### Routing congestion

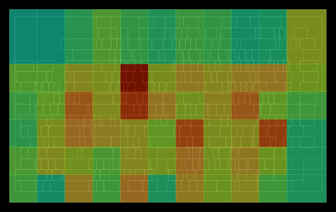
### Power grid

Bar = 20 um. Pins as bars on the die edge. Tap cells in gray.
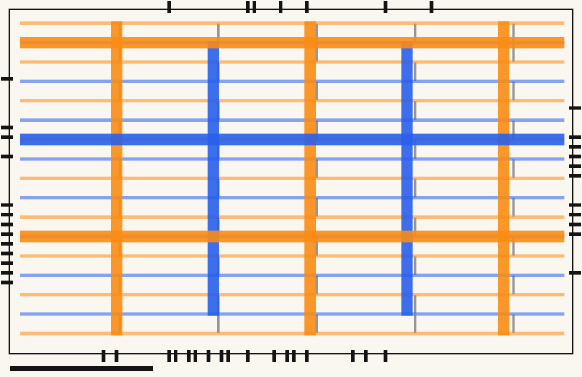
### Layout detail

Window x 47 to 72, y 0 to 25 um. Cells in gray, sequential cells in the stronger gray; small squares are vias.
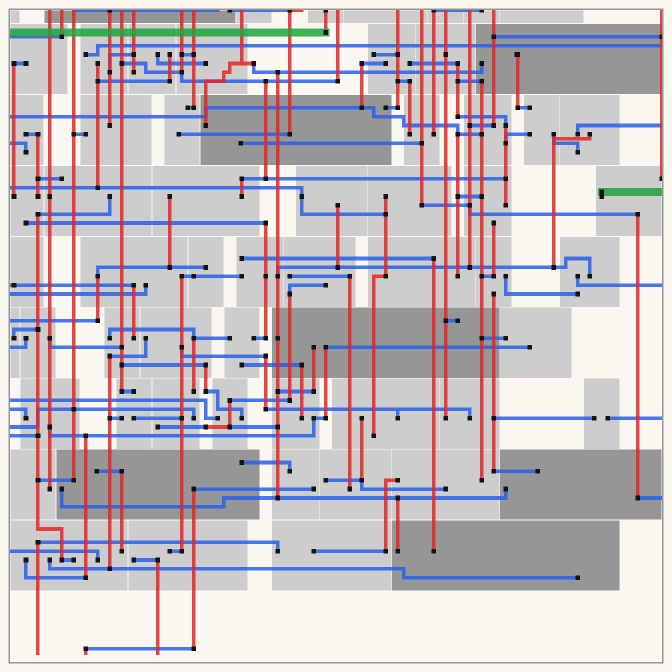
### Sequential cells grouped by signal name

Other sequential cells in the stronger gray, the rest of the logic in the fainter gray.
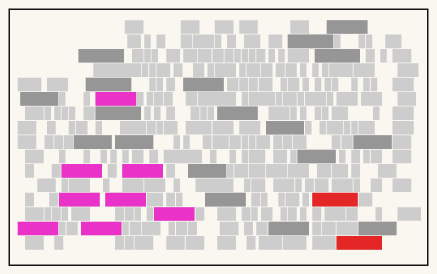
`src/rtl/rom_pkg.sv`:
```
// Shared definitions for the ROM and its address sequencer: default widths
// and the sequencer state encoding.
package rom_pkg;

    localparam int ANCHO_DIR_DEF  = 8;
    localparam int ANCHO_DATO_DEF = 8;

    localparam logic [1:0] REPOSO   = 2'd0;
    localparam logic [1:0] LEYENDO  = 2'd1;
    localparam logic [1:0] VACIANDO = 2'd2;

    typedef enum logic [1:0] {
        EST_REPOSO   = REPOSO,
        EST_LEYENDO  = LEYENDO,
        EST_VACIANDO = VACIANDO
    } estado_t;

endpackage

```
`src/rtl/etapa_salida.sv`:
```
// Registered output word with valid/ready handshake; clear has priority over
// load so a cancel always empties the stage.
module etapa_salida
    import rom_pkg::*;
#(
    parameter int ANCHO_DATO = ANCHO_DATO_DEF
) (
    input  logic                  clk,
    input  logic                  rst,
    input  logic                  cargar,
    input  logic                  limpiar,
    input  logic                  listo,
    input  logic [ANCHO_DATO-1:0] dato_in,
    output logic [ANCHO_DATO-1:0] dato_s,
    output logic                  valido,
    output logic                  puede_cargar
);

    assign puede_cargar = !valido || listo;

    always_ff @(posedge clk) begin
        if (rst) begin
            dato_s <= '0;
            valido <= 1'b0;
        end else if (limpiar) begin
            valido <= 1'b0;
        end else if (cargar) begin
            dato_s <= dato_in;
            valido <= 1'b1;
        end
    end

endmodule

```
`src/rtl/rom_lector.sv`:
```
// Address sequencer in front of the combinational ROM: sweeps dir_ini..dir_fin
// (wrapping modulo 2^ANCHO_DIR) and hands each word to the consumer.
module rom_lector
    import rom_pkg::*;
#(
    parameter int ANCHO_DIR  = ANCHO_DIR_DEF,
    parameter int ANCHO_DATO = ANCHO_DATO_DEF
) (
    input  logic                  clk,
    input  logic                  rst,
    input  logic                  inicio,
    input  logic                  abortar,
    input  logic [ANCHO_DIR-1:0]  dir_ini,
    input  logic [ANCHO_DIR-1:0]  dir_fin,
    output logic [ANCHO_DIR-1:0]  direccion,
    input  logic [ANCHO_DATO-1:0] dato_rom,
    output logic [ANCHO_DATO-1:0] dato_s,
    output logic                  valido,
    input  logic                  listo,
    output logic                  ocupado,
    output logic                  fin
);

    localparam logic [ANCHO_DIR-1:0] UNO = ANCHO_DIR'(1);

    estado_t               estado_q, estado_d;
    logic [ANCHO_DIR-1:0]  dir_d;
    logic [ANCHO_DIR-1:0]  dir_fin_q, dir_fin_d;
    logic                  fin_d;
    logic                  cargar, limpiar, puede_cargar;

    etapa_salida #(.ANCHO_DATO(ANCHO_DATO)) u_etapa (
        .clk          (clk),
        .rst          (rst),
        .cargar       (cargar),
        .limpiar      (limpiar),
        .listo        (listo),
        .dato_in      (dato_rom),
        .dato_s       (dato_s),
        .valido       (valido),
        .puede_cargar (puede_cargar)
    );

    assign ocupado = (estado_q != EST_REPOSO);

    always_ff @(posedge clk) begin
        if (rst) begin
            estado_q  <= EST_REPOSO;
            direccion <= '0;
            dir_fin_q <= '0;
            fin       <= 1'b0;
        end else begin
            estado_q  <= estado_d;
            direccion <= dir_d;
            dir_fin_q <= dir_fin_d;
            fin       <= fin_d;
        end
    end

    always_comb begin
        estado_d  = estado_q;
        dir_d     = direccion;
        dir_fin_d = dir_fin_q;
        fin_d     = 1'b0;
        cargar    = 1'b0;
        limpiar   = 1'b0;
        case (estado_q)
            EST_REPOSO: begin
                // abortar is meaningless here, so inicio alone decides.
                if (inicio) begin
                    dir_d     = dir_ini;
                    dir_fin_d = dir_fin;
                    estado_d  = EST_LEYENDO;
                end
            end
            EST_LEYENDO: begin
                if (abortar) begin
                    limpiar  = 1'b1;
                    estado_d = EST_REPOSO;
                end else if (puede_cargar) begin
                    cargar = 1'b1;
                    if (direccion == dir_fin_q) begin
                        estado_d = EST_VACIANDO;
                    end else begin
                        dir_d = direccion + UNO;
                    end
                end
            end
            EST_VACIANDO: begin
                if (abortar) begin
                    limpiar  = 1'b1;
                    estado_d = EST_REPOSO;
                end else if (valido && listo) begin
                    limpiar  = 1'b1;
                    fin_d    = 1'b1;
                    estado_d = EST_REPOSO;
                end
            end
            default: begin
                limpiar  = 1'b1;
                estado_d = EST_REPOSO;
            end
        endcase
    end

endmodule

```
`config.mk`:
```
export PLATFORM = sky130hd
export DESIGN_NAME = rom_lector
export DESIGN_NICKNAME = d
export VERILOG_FILES = /design/src/rtl/rom_pkg.sv /design/src/rtl/etapa_salida.sv /design/src/rtl/rom_lector.sv
export SDC_FILE = /design/constraint.sdc
export NUM_CORES = 1
export LEC_CHECK = 0
export ABC_AREA = 1
export CORE_ASPECT_RATIO = 0.6
export CORE_UTILIZATION = 41
export DETAILED_ROUTE_END_ITERATION = 16
export HOLD_SLACK_MARGIN = 0.06
export PLACE_DENSITY = 0.76
export SETUP_SLACK_MARGIN = 0.3
export SKIP_CTS_REPAIR_TIMING = 1
export SLEW_MARGIN = 20
export SYNTH_ARGS = -nofsm -noshare
export SYNTH_HDL_FRONTEND = slang
export SYNTH_SLANG_ARGS = --single-unit
```
`constraint.sdc`:
```
create_clock -name clk -period 1.35 [get_ports clk]
set_clock_uncertainty 0.05 [all_clocks]
set_input_delay 0.27 -clock clk [delete_from_list [all_inputs] [get_ports clk]]
set_output_delay 0.27 -clock clk [all_outputs]
set_load 0.005 [all_outputs]
```
==> impl_metrics.json <==
{
  "drive_gt1_frac": 0.376,
  "failed_checks": "negative setup slack",
  "min_to": "estado_q[0]$_SDFFE_PP0P_",
  "setup_viol": 17,
  "grt-ovfl-total": 0,
  "ys_sh_adder": 0.00862,
  "worst-path-stages": 12,
  "die_h_um": 48.1,
  "timing.fmax_mhz": 691,
  "htreeDepth": 1,
  "ys_warn_count": 0,
  "worstRegToRegCells": 12,
  "drc_errors": 0,
  "num_rows": 16,
  "critPathLaunch": "direccion[0]$_SDFFE_PP0P_",
  "p_clk_frac": 0.197,
  "clkLatencyLatePin_ps": 270,
  "hp-class": "in -> reg",
  "preCtsSetupSlack_ps": -253,
  "yosys.area.top_type": "dfxtp_1",
  "fin_ws_ps": -96.8,
  "r2r-start": "direccion[0]$_SDFFE_PP0P_",
  "drt_first_pass_iters": 4,
  "antenna_found_initial": 0,
  "timing.final.crit_share": 1.07,
  "maxPowerGroup": "registers",
  "cts-root-buf": "clkbuf_8",
  "layout_top_cell": "nand2_1",
  "via_count": 1577,
  "ys.flops": 28,
  "dpl.hpwl_um": 2840,
  "die_area_sq_mm": 0.00379,
  "ys_cells": 213,
  "status": "finished with violations",
  "path_class": "reg -> reg"
}
About 'Routing congestion':
GR Layer Usage met2: 0.323
Core Util, Final: 0.713
met3 usage: 0.0438

About 'Power grid':
| net | color |
|---|---|
| VSS | orange |
| VDD | blue |
rows: 16
met4 straps: 5
tap cells: 45

About 'Layout detail':
| layer | color |
|---|---|
| met2 | red |
| met3 | green |
| met1 | blue |
netlist names of flops here include: dir_fin_q (3), estado_q (2)
cells with their middle in the window: 51
sequential cells in the window: 6
most frequent: buf_4 (8), nand2_1 (4), o21ai_0 (4)

About 'Sequential cells grouped by signal name':
| signal | color | flops |
|---|---|---|
| estado_q | red | 2 |
| u_etapa.dato_s | magenta | 8 |
not colored: 18
sequential share of cell area: 0.255
seq pwr: 0.00103 W
FF/Latch Area: 603 sq um

-- metrics by stage --
step	std cells	hold WS (ps)
global placement	322	407
global route	332	190
finish	332	162
detailed placement	322	413
floorplan	213	282
CTS	326	428
-- final cells by class --
type,count,area [sq um]
sequential,28,603
tap,45,56.3
multi-input combinational,163,911
inverter,20,92.6
timing repair buffer,72,661
clock buffer,3,41.3
fill,295,955
clock inverter,1,3.75
-- per-layer routing --
layer  track usage  vias to the layer above  wire [um]
li1              -                      830          -
met1         0.274                      711       2140
met2         0.323                       34       1700
met3        0.0438                        2        179
met4        0.0327                        0          8
met5             0                        -          0
-- sequential cells by signal, indices dropped and copies added, names as in the netlist --
register,cells
fin,1
dir_fin_q,8
u_etapa.dato_s,8
u_etapa.valido,1
direccion,8
estado_q,2
No activity file was given, so power comes from the tool's default toggle rates.
